==> config.mk <==
export PLATFORM = sky130hd
export DESIGN_NAME = opcode_wb_stage5
export DESIGN_NICKNAME = d
export VERILOG_FILES = /design/src/rtl/opcode_wb_stage5.sv
export SDC_FILE = /design/constraint.sdc
export NUM_CORES = 1
export LEC_CHECK = 0
export CORE_MARGIN = 10
export CORE_UTILIZATION = 41
export CTS_CLUSTER_SIZE = 10
export DETAILED_ROUTE_END_ITERATION = 8
export PLACE_DENSITY_LB_ADDON = 0.12
export SLEW_MARGIN = 40
export SYNTH_ARGS = -nofsm -noshare
export SYNTH_HDL_FRONTEND = slang
export SYNTH_SLANG_ARGS = --single-unit
==> constraint.sdc <==
create_clock -name clk -period 4.5 [get_ports clk]
set_clock_uncertainty 0.05 [all_clocks]
set_input_delay 0.9 -clock clk [delete_from_list [all_inputs] [get_ports clk]]
set_output_delay 0.9 -clock clk [all_outputs]
set_load 0.01 [all_outputs]
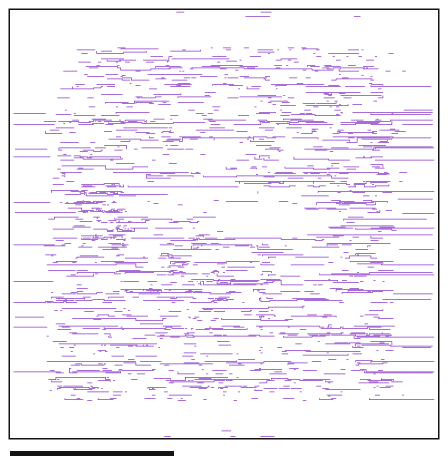
Fig. 1. The metal 1 layer (run 1).
The bar under the picture is 50 µm long.
The wires run mostly horizontal. The longest straight run is 38.2 µm. The layer carries 5760 µm of wire. The layer holds 38% of the routed length.
Routed Wire Length: 15100 µm
GR Util met1: 18.5%
via count: 3771

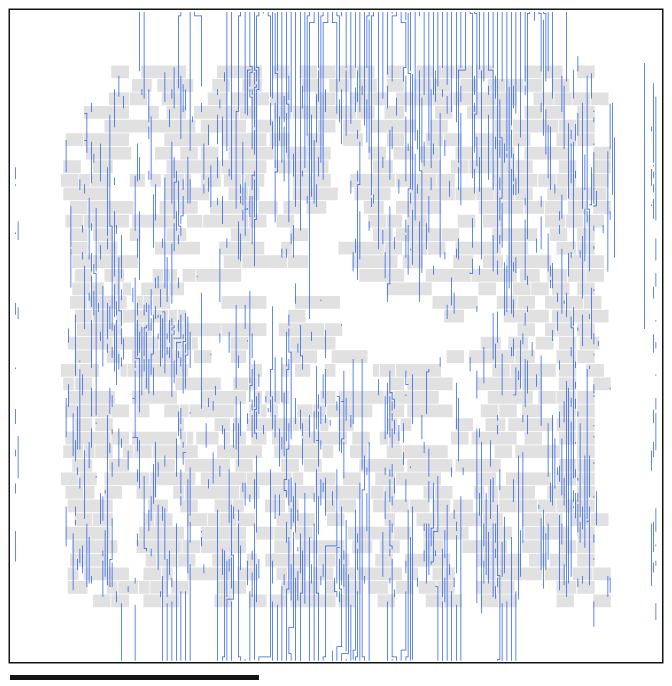
Fig. 2. Signal wires on met2 (run 1).
The bar under the picture is 50 µm long.
The longest straight run is 59.3 µm. The wires run mostly vertical. 674 nets have wire on it. The layer carries 7730 µm of wire. The layer holds 51% of the routed length.
met2 Track Usage GR: 30.1%

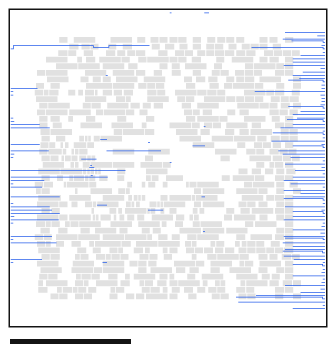
Fig. 3. Metal 3 (run 1).
The bar under the picture is 50 µm long.
The layer holds 9.2% of the routed length. The longest straight run is 47.1 µm.
M3 GR Usage: 5.60%

==> results.txt, run 1 <==
impl run done, here's what came out: Die ar.=17100 µm², YS chip area=5020 µm², Buffers on Ports=245, PwrDens=388 nW/µm², Hold Buf Count CTS=0, relative slew slack=55.5%, number of enable flip-flop cells=0, worst-path maximum fanout=5, register area=2780 µm², clock-pin slew on the worst setup and hold paths=70 ps, Synth Flop Type=dfrtp_1, top logic cell by instance count in the layout=clkdlybuf4s50_1, ys cells=370, hpwl dp=11900 µm, Adder Area Share=0.498%, CP Depth=4, Layout Cells excl Fill=763, GR Overflow Total=0, XORs/XNORs by Area=2.61%, Nets=737, maxcap violations=0, FP Core Util=41.8%, Root Driver=clkbuf_16, I/O Pins=247, CP Capture Type=output pin, synth warn=0, cell count after synthesis=370, largest net degree at the start of global routing=62, R2R Setup Slk=1650 ps, MUX share of area=26.9%, die height=131 µm, wire length per cell=19.8 µm, critical path data required time=3550 ps, Final Setup Violations=0, status=finished clean, postcts setup bufs=0, syn avg cell area=13.6 µm², initial antenna violation count=0, cells on worst reg2reg path=6, CP Class=primary input to output pin, diode count=0, Logic area=2080 µm², Largest cells by area=dfrtp_1 (55%), mux2_2 (19%), mux2_1 (7.8%), and2_1 (4.1%), xnor2_1 (2.4%), delay of the slowest cell on the worst path=590 ps, Synth cell types=33, CP top delay family=buffers and inverters
[run 1: per-stage QoR]
| stage | total power, mW | hold slack [ps] | utilization (%) | cell area [µm²] |
|---|---|---|---|---|
| final | 3.06 | 411 | 65.8 | 7900 |
| after CTS | 3.10 | 421 | 65.8 | 7900 |
| after global placement | 2.20 | 395 | 63.0 | 7560 |
| after floorplan | 1.69 | 406 | - | 5020 |
| after global routing | 3.21 | 453 | 65.8 | 7900 |
| after detailed placement | 2.23 | 398 | 63.0 | 7570 |
[run 1: worst register-to-register path: stages (launching register included)]
cell	delay, ps
dfrtp_1	430
ha_1	270
and4_1	290
nor3_4	150
buf_4	450
buf_4	630
mux2_2	460
[run 1: report_power, final]
part           leakage, nW  switching, mW  internal, mW
combinational         1.72          0.362         0.576
clock                0.158          0.373         0.495
sequential            1.32          0.119          1.14
[run 1: cell families (layout without fill, tap and decap cells)]
kind of cell,count (synthesis),after routing
buffers and inverters,27,273
flip-flops,111,111
multiplexers,120,120
adder cells (fa/ha/maj),2,2
XOR/XNOR,15,15
AND-OR/OR-AND,16,16
AND/OR/NAND/NOR,79,79
[run 1: cell type report]
| class | instances | area share [%] |
|---|---|---|
| inverter | 8 | 0.412 |
| tap | 147 | 2.33 |
| clock inverter | 7 | 1.28 |
| timing repair buffer | 249 | 31.6 |
| sequential | 111 | 35.2 |
| clock buffer | 9 | 2.85 |
| multi-input combinational | 232 | 26.3 |
[run 1: per-layer routing]
| layer | part of all wire, % | vias to the layer above | routed length (µm) |
|---|---|---|---|
| met5 | 0 | - | 0 |
| li1 | - | 1784 | - |
| met4 | 1.8 | 0 | 265 |
| met3 | 9.1 | 16 | 1390 |
| met2 | 51 | 135 | 7730 |
| met1 | 38 | 1836 | 5760 |
--- run 2 (diff from run 1) ---
CORE_UTILIZATION = 37   (was 41)
clock period = 2.8 ns   (was 4.5 ns; I/O delays follow)
==> run 2 against run 1 <==
  * Die size up 9.1%
  * Utilization down 5.9 points
  * Synthesized area unchanged
==> results.txt, run 2 <==
impl run done, here's what came out: number of filler cells placed in the layout=1091, synth warn=0, critical path data required time=2190 ps, die height=137 µm, Largest cells by area=dfrtp_1 (55%), mux2_2 (19%), mux2_1 (7.8%), and2_1 (4.1%), xnor2_1 (2.4%), clock-pin slew on the worst setup and hold paths=70 ps, Hold Buf Count CTS=0, Die ar.=18600 µm², Final Setup Violations=0, relative slew slack=60.8%, Synth cell types=33, Synth Flop Type=dfrtp_1, cells on worst reg2reg path=5, GR Overflow Total=0, XORs/XNORs by Area=2.61%, largest net degree at the start of global routing=110, YS chip area=5020 µm², I/O Pins=247, diode count=0, CP Capture Type=output pin, CP max-delay cell=clkdlybuf4s50_1, Adder Area Share=0.498%, register area=2780 µm², FP Core Util=37.8%, Layout Cells excl Fill=794, Buffers on Ports=245, postcts setup bufs=0, R2R Setup Slk=540 ps, CP Class=primary input to output pin, most frequent cells in the layout=clkdlybuf4s50_1 (244), dfrtp_1 (111), mux2_2 (85), number of enable flip-flop cells=0, syn avg cell area=13.6 µm², worst-path maximum fanout=3, top logic cell by instance count in the layout=clkdlybuf4s50_1, FMAX=0.369 GHz, hpwl dp=11500 µm, status=finished clean, MUX share of area=26.9%, 1st-pass router iterations=4, initial antenna violation count=0, delay of the slowest cell on the worst path=610 ps, maxcap violations=0, PwrDens=615 nW/µm², ys cells=370, cell count after synthesis=370
[run 2: cell counts after synthesis]
Identical to the previous run, type by type.
[run 2: cells by family after synthesis]
logic type,Yosys count
AND-OR/OR-AND,16
XOR/XNOR,15
adder cells (fa/ha/maj),2
buffers and inverters,27
flip-flops,111
multiplexers,120
AND/OR/NAND/NOR,79
[run 2: per-layer routing]
metal  vias to the layer above  track usage [%]  wire, µm
met4                         0             3.67       176
met3                        15             6.41      1270
li1                       1783                -         -
met5                         -                0         0
met1                      1876             16.8      5480
met2                       107             27.1      8010
[run 2: worst max-delay path: cells and delay by family]
kind                   cells  cell delay (ps)
buffers and inverters      3             1260
AND-OR/OR-AND              1              280
[run 2: area by class of cell]
class	count	share of cell area, %
Clock buffer	9	2.83
Clock inverter	7	1.21
Multi-Input combinational cell	232	26.1
Sequential cell	111	34.9
Inverter	8	0.424
Timing Repair Buffer	251	31.8
Tap cell	176	2.77
[run 2: power by group]
group          internal (mW)  switching (mW)
clock network          0.785           0.581
registers               1.83           0.177
logic                  0.938           0.587
total                   3.55            1.34
[run 2: stage by stage]
| stage | setup slack [ps] | util (%) | hold slack, ps | total power [mW] | cell area (µm²) |
|---|---|---|---|---|---|
| 4_1_cts | 82.6 | 59.9 | 381 | 4.98 | 7960 |
| 3_5_place_dp | 106 | 57.5 | 413 | 3.59 | 7640 |
| 6_report | 90.5 | 59.9 | 397 | 4.89 | 7960 |
| 5_1_grt | 33.3 | 59.9 | 391 | 5.16 | 7960 |
| 3_3_place_gp | 106 | 57.5 | 400 | 3.55 | 7640 |
| 2_1_floorplan | 659 | - | 406 | 2.71 | 5030 |
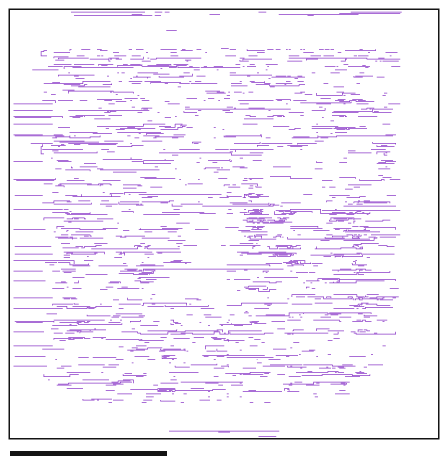
Fig. 4. The metal 1 layer (run 2).
The bar under the picture is 50 µm long.
The longest straight run is 44.6 µm. The wires run mostly horizontal. The layer holds 37% of the routed length.
Routed Wire Length: 14900 µm
via count: 3781

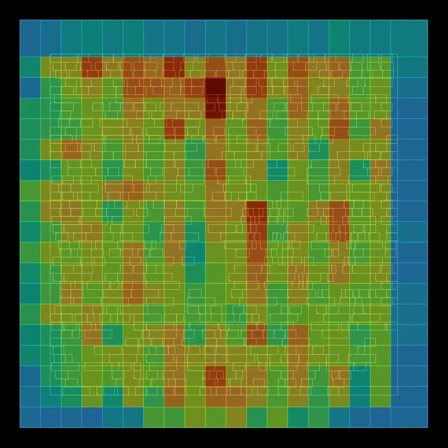
Fig. 5. Track usage over the die (run 2).
Layout Utilization: 59.9%
gr usage total: 15.4%
wire length per cell: 18.8 µm

No activity file was given, so power comes from the tool's default toggle rates.
